Figure 1. Clock wires, drivers and flops (run 1).
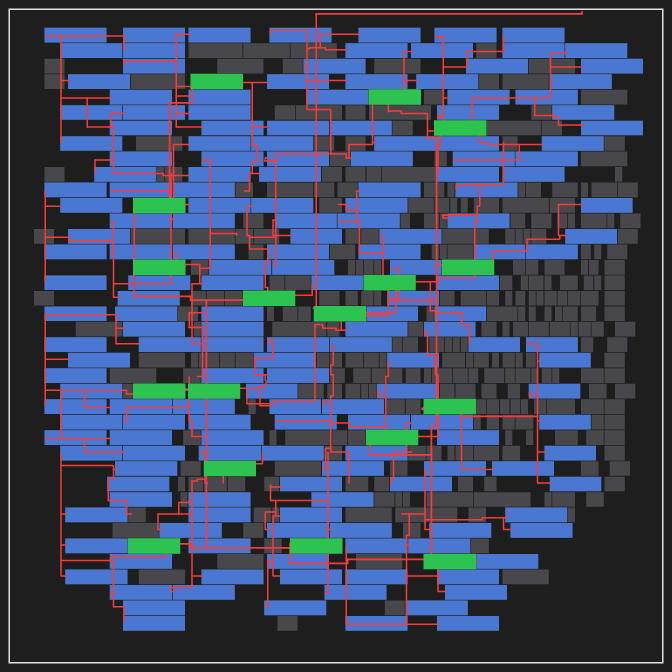
Figure 2. Signal wires on met4 (run 1).
Bar = 20 um.
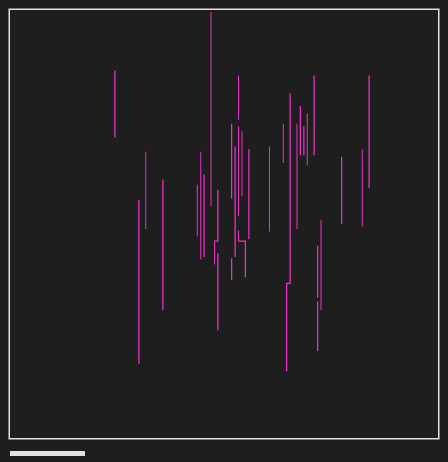
Figure 3. Pin map (run 1).
Pins as bars across the die edge, other pins in gray.
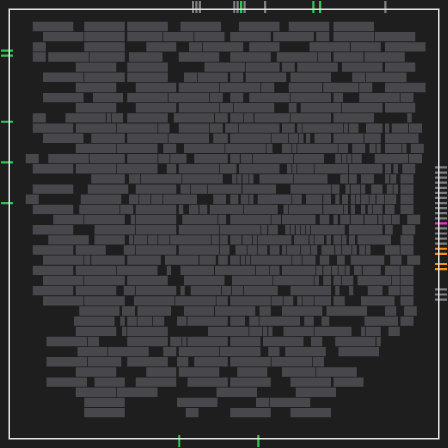
Figure 4. Cells by drive strength (run 1).
Bar = 20 um.
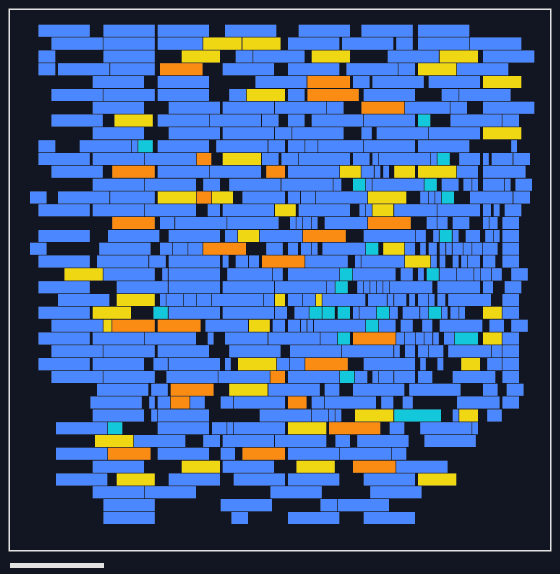
`src/rtl/instr_feeder_pkg.sv`:
```
// Shared types and constants for the instruction feeder.
package feeder_pkg;
  localparam int WORD_W = 10;
  localparam logic [WORD_W-1:0] NOP_WORD = 10'h000;

  typedef enum logic [1:0] {
    IDLE  = 2'd0,
    RUN   = 2'd1,
    DRAIN = 2'd2,
    FIN   = 2'd3
  } feeder_state_t;
endpackage

```
`src/rtl/instr_feeder_if.sv`:
```
// Processor / loader side of the feeder: program load, run control,
// external-data handshake and status.
interface instr_feeder_if #(
  parameter int W     = 10,
  parameter int DEPTH = 16,
  parameter int AW    = $clog2(DEPTH)
);
  logic          LD_EN;
  logic [AW-1:0] LD_ADDR;
  logic [W-1:0]  LD_DATA;
  logic [AW-1:0] LAST;
  logic          START;
  logic          EXT;
  logic          CLR;
  logic [W-1:0]  DATA;
  logic [AW-1:0] PC;
  logic          BUSY;
  logic          DONE;
  logic          UNDERRUN;

  // Loader / processor end
  modport master (
    output LD_EN, LD_ADDR, LD_DATA, LAST, START, EXT, CLR,
    input  DATA, PC, BUSY, DONE, UNDERRUN
  );

  // Feeder end
  modport slave (
    input  LD_EN, LD_ADDR, LD_DATA, LAST, START, EXT, CLR,
    output DATA, PC, BUSY, DONE, UNDERRUN
  );
endinterface

```
`src/rtl/instr_feeder_prog_mem.sv`:
```
// Program store: synchronous write, asynchronous read, contents survive reset.
module prog_mem #(
  parameter int W     = 10,
  parameter int DEPTH = 16,
  parameter int AW    = $clog2(DEPTH)
) (
  input  logic          clk_i,
  input  logic          we_i,
  input  logic [AW-1:0] waddr_i,
  input  logic [W-1:0]  wdata_i,
  input  logic [AW-1:0] raddr_i,
  output logic [W-1:0]  rdata_o
);
  logic [W-1:0] mem_q [DEPTH];

  // Write port; no reset so a program can be replayed after RST
  always_ff @(posedge clk_i) begin
    if (we_i) mem_q[waddr_i] <= wdata_i;
  end

  assign rdata_o = mem_q[raddr_i];
endmodule

```
`src/rtl/instr_feeder.sv`:
```
// Instruction feeder: presents program words to the processor's external
// data input, advancing one word per Ext and tracking completion via Clr.
module instr_feeder
  import feeder_pkg::*;
#(
  parameter int W     = WORD_W,
  parameter int DEPTH = 16,
  parameter int AW    = $clog2(DEPTH)
) (
  input  logic          CLKb,
  input  logic          RST,
  instr_feeder_if.slave bus
);
  feeder_state_t state_q, state_d;
  logic [AW-1:0] pc_q, pc_d;
  logic [AW-1:0] last_q, last_d;
  logic [W-1:0]  data_q, data_d;
  logic          und_q, und_d;

  logic          mem_we;
  logic [AW-1:0] mem_raddr;
  logic [W-1:0]  mem_rdata;
  logic [AW-1:0] pc_inc;

  assign pc_inc = pc_q + AW'(1);
  // Single read port: next word while running, word 0 when (re)starting.
  // pc_inc may wrap at the last address but is never used there.
  assign mem_raddr = (state_q == RUN) ? pc_inc : '0;

  prog_mem #(.W(W), .DEPTH(DEPTH), .AW(AW)) u_mem (
    .clk_i   (CLKb),
    .we_i    (mem_we),
    .waddr_i (bus.LD_ADDR),
    .wdata_i (bus.LD_DATA),
    .raddr_i (mem_raddr),
    .rdata_o (mem_rdata)
  );

  // State register plus the prefetched DATA word
  always_ff @(posedge CLKb or posedge RST) begin
    if (RST) begin
      state_q <= IDLE;
      pc_q    <= '0;
      last_q  <= '0;
      data_q  <= '0;
      und_q   <= 1'b0;
    end else begin
      state_q <= state_d;
      pc_q    <= pc_d;
      last_q  <= last_d;
      data_q  <= data_d;
      und_q   <= und_d;
    end
  end

  // Next-state, PC/DATA advance, load enable and underrun tracking
  always_comb begin
    state_d = state_q;
    pc_d    = pc_q;
    last_d  = last_q;
    data_d  = data_q;
    und_d   = und_q;
    mem_we  = 1'b0;
    case (state_q)
      IDLE, FIN: begin
        mem_we = bus.LD_EN;
        if (bus.START) begin
          state_d = RUN;
          pc_d    = '0;
          last_d  = bus.LAST;
          und_d   = 1'b0;
          // Word 0 being written this very edge is forwarded directly
          data_d  = (bus.LD_EN && bus.LD_ADDR == '0) ? bus.LD_DATA : mem_rdata;
        end else if (state_q == FIN && bus.EXT) begin
          und_d = 1'b1;
        end
      end
      RUN: begin
        // CLR here is an intermediate instruction finishing: ignored
        if (bus.EXT) begin
          if (pc_q == last_q) begin
            state_d = DRAIN;
            data_d  = W'(NOP_WORD);
          end else begin
            pc_d   = pc_inc;
            data_d = mem_rdata;
          end
        end
      end
      DRAIN: begin
        if (bus.EXT) und_d = 1'b1;
        if (bus.CLR) state_d = FIN;
      end
      default: begin
        state_d = IDLE;
        pc_d    = '0;
        data_d  = W'(NOP_WORD);
      end
    endcase
  end

  assign bus.DATA     = data_q;
  assign bus.PC       = pc_q;
  assign bus.BUSY     = (state_q == RUN) || (state_q == DRAIN);
  assign bus.DONE     = (state_q == FIN);
  assign bus.UNDERRUN = und_q;
endmodule

```
`src/flat_wrapper.sv`:
```
// flat-port wrapper written by rule: the top's interface ports become plain ports
module instr_feeder_flat import feeder_pkg::*;
#(
  parameter int W     = WORD_W,
  parameter int DEPTH = 16,
  parameter int AW    = $clog2(DEPTH)
)
  (CLKb, RST, bus_LD_EN, bus_LD_ADDR, bus_LD_DATA, bus_LAST, bus_START, bus_EXT, bus_CLR, bus_DATA, bus_PC, bus_BUSY, bus_DONE, bus_UNDERRUN);
  instr_feeder_if #(.W(W), .DEPTH(DEPTH), .AW(AW)) bus_i ();
  input  logic CLKb;
  input  logic RST;
  input wire logic [$bits(bus_i.LD_EN)-1:0] bus_LD_EN;
  input wire logic [$bits(bus_i.LD_ADDR)-1:0] bus_LD_ADDR;
  input wire logic [$bits(bus_i.LD_DATA)-1:0] bus_LD_DATA;
  input wire logic [$bits(bus_i.LAST)-1:0] bus_LAST;
  input wire logic [$bits(bus_i.START)-1:0] bus_START;
  input wire logic [$bits(bus_i.EXT)-1:0] bus_EXT;
  input wire logic [$bits(bus_i.CLR)-1:0] bus_CLR;
  output wire logic [$bits(bus_i.DATA)-1:0] bus_DATA;
  output wire logic [$bits(bus_i.PC)-1:0] bus_PC;
  output wire logic [$bits(bus_i.BUSY)-1:0] bus_BUSY;
  output wire logic [$bits(bus_i.DONE)-1:0] bus_DONE;
  output wire logic [$bits(bus_i.UNDERRUN)-1:0] bus_UNDERRUN;
  assign bus_i.LD_EN = bus_LD_EN;
  assign bus_i.LD_ADDR = bus_LD_ADDR;
  assign bus_i.LD_DATA = bus_LD_DATA;
  assign bus_i.LAST = bus_LAST;
  assign bus_i.START = bus_START;
  assign bus_i.EXT = bus_EXT;
  assign bus_i.CLR = bus_CLR;
  assign bus_DATA = bus_i.DATA;
  assign bus_PC = bus_i.PC;
  assign bus_BUSY = bus_i.BUSY;
  assign bus_DONE = bus_i.DONE;
  assign bus_UNDERRUN = bus_i.UNDERRUN;
  instr_feeder #(.W(W), .DEPTH(DEPTH), .AW(AW)) u_core (.CLKb(CLKb), .RST(RST), .bus(bus_i));
endmodule
```
`config.mk`:
```
export PLATFORM = sky130hd
export DESIGN_NAME = instr_feeder_flat
export DESIGN_NICKNAME = d
export VERILOG_FILES = /design/src/rtl/instr_feeder_pkg.sv /design/src/rtl/instr_feeder_if.sv /design/src/rtl/instr_feeder_prog_mem.sv /design/src/rtl/instr_feeder.sv /design/src/flat_wrapper.sv
export SDC_FILE = /design/constraint.sdc
export NUM_CORES = 1
export LEC_CHECK = 0
export CORE_MARGIN = 3
export CORE_UTILIZATION = 64
export CTS_CLUSTER_DIAMETER = 30
export DETAILED_ROUTE_END_ITERATION = 10
export PLACE_DENSITY = 0.91
export SYNTH_ARGS = -nofsm -noshare
export SYNTH_HDL_FRONTEND = slang
export SYNTH_SLANG_ARGS = --single-unit
```
`constraint.sdc`:
```
create_clock -name CLKb -period 4.3 [get_ports CLKb]
set_input_delay 1.29 -clock CLKb [delete_from_list [all_inputs] [get_ports CLKb]]
set_output_delay 1.29 -clock CLKb [all_outputs]
set_load 0.05 [all_outputs]
```
==> changes_impl.md, run 1 <==
## Flow update

* CP bufs+invs at 3
* CLK BUF at 18
* PwrDens at between 600 and 700 nW/um^2
* Fin. max-slew vios at 0
* Detailed-router iteration count before antenna repair at 5
* Diode count at 0
* Largest Register: u_core.u_mem.mem_q
* Num ports at 41
* Leak Pwr at around 0.003 uW
* Hold path startpoint: u_core.bus.UNDERRUN$_DFFE_PP0P_
* Vias at approximately 4600
* Syn_area_per_cell at 17.6 um^2
* Fillers at a little over 600
* Met1 WL at approximately 6.5 mm
* Chip height at 115 um
* Sequential power at ~2200 uW
* Fin worst setup slack at roughly 0.73 ns
* Global-route wire length before repair at around 27 mm
* Final Hold Fails at 0
* Worst R2R Setup Slack at 0.96 ns
* Total CTS buffers at 17
* Min Tclk post-route at ~3.6 ns
* GRT Total Usage at 0.292
* Sw frac at 0.345
* Layout Nets at around 510
* Top cells by count, synth: edfxtp_1 (160), nand2_1 (35), mux4_2 (26)
* Status: complete, no violations
* Die span in x at around 110 um
* Placed Instances at 604
* Logic share of the area at 0.234
* Asr flop ratio synth at 0.116
* Setup crit end: bus_BUSY
* Critical path arrival at 2.28 ns
* Unique cell types at 48
About Figure 1:
[flip-flops] blue | count: 181
[cells driving clock nets] green | count: 17
[clock wires] red | length: 1920 um
flops lie: spread over the die
routed clock nets: 18

About Figure 2:
share of all routed wire: 4.0%
main direction: vertical

About Figure 3:
| port | color | pins | direction | edge |
|---|---|---|---|---|
| `bus_LAST` | orange | 4 | input | east |
| `bus_LD_EN` | magenta | 1 | input | east |
| `bus_LD_DATA` | green | 10 | input | 5 west, 3 north, 2 south |
all pins by edge: 23 east, 11 north, 5 west, 2 south

About Figure 4:
| size | color | cells |
|---|---|---|
| drive 3 to 4 | cyan | 23 |
| drive 6 and up | orange | 25 |
| drive 2 | yellow | 42 |
| drive 1 or less | blue | 403 |

Figure 5. The clock network (run 1).
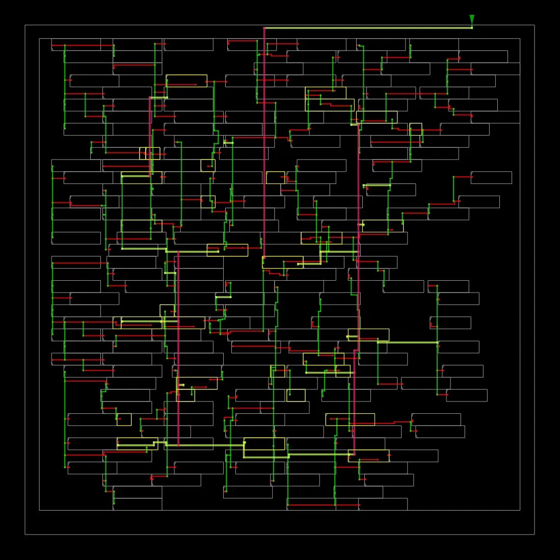

==> inputs of run 2 (changes only) <==
--- a/config.mk
+++ b/config.mk
@@ -6,10 +6,10 @@
 export NUM_CORES = 1
 export LEC_CHECK = 0
 export CORE_MARGIN = 3
-export CORE_UTILIZATION = 64
+export CORE_UTILIZATION = 59
 export CTS_CLUSTER_DIAMETER = 30
 export DETAILED_ROUTE_END_ITERATION = 10
-export PLACE_DENSITY = 0.91
+export PLACE_DENSITY = 0.86
 export SYNTH_ARGS = -nofsm -noshare
 export SYNTH_HDL_FRONTEND = slang
 export SYNTH_SLANG_ARGS = --single-unit
==> constraint.sdc (replaced) <==
create_clock -name CLKb -period 3.5 [get_ports CLKb]
set_input_delay 1.05 -clock CLKb [delete_from_list [all_inputs] [get_ports CLKb]]
set_output_delay 1.05 -clock CLKb [all_outputs]
set_load 0.05 [all_outputs]
Figure 6. The clock network (run 2).
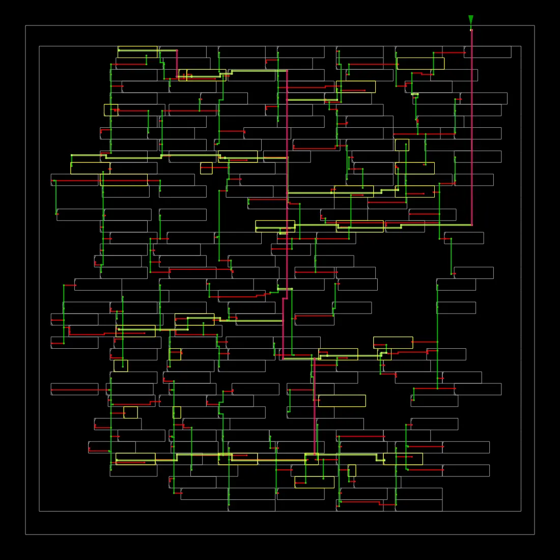
registers: 181
clk_skew: 0.00811 ns
Latency at later pin: 0.43 ns
total CTS buffers: 17

==> run 2 against run 1 <==
  * Routed wire length shrank 5.9%
  * Synthesized area stayed put
  * Critical path depth stayed put
  * Combinational power is 24% higher
  * Sequential power up 23%
  * Total power is 24% higher
  * Clock skew rose by 0.0024 ns
  * Clock power rose by 27%
  * Critical path type unchanged
  * Largest power group unchanged
==> changes_impl.md, run 2 <==
## Flow update

* Diode count at 0
* CP bufs+invs at 3
* Setup crit end: bus_BUSY
* Chip height at 119 um
* Leak Pwr at 0.00307 uW
* Top cells by count, synth: edfxtp_1 (160), nand2_1 (35), mux4_2 (26)
* Hold path startpoint: u_core.last_q[1]$_DFFE_PP0P_
* Final Hold Fails at 0
* Layout Nets at 520
* Min Tclk post-route at approximately 3.3 ns
* Status: complete, no violations
* Vias at 4390
* Detailed-router iteration count before antenna repair at 5
* Sequential power at between 2000 and 3000 uW
* Sw frac at 0.328
* Logic share of the area at 0.230
* Fin worst setup slack at about 0.17 ns
* CLK BUF at 17
* Global-route wire length before repair at 26.4 mm
* Fillers at about 700
* GRT Total Usage at 0.255
* Die span in x at around 120 um
* PwrDens at 777 nW/um^2
* Met1 WL at 6.29 mm
* Largest Register: u_core.u_mem.mem_q
* Fin. max-slew vios at 0
No activity file was given, so power comes from the tool's default toggle rates.
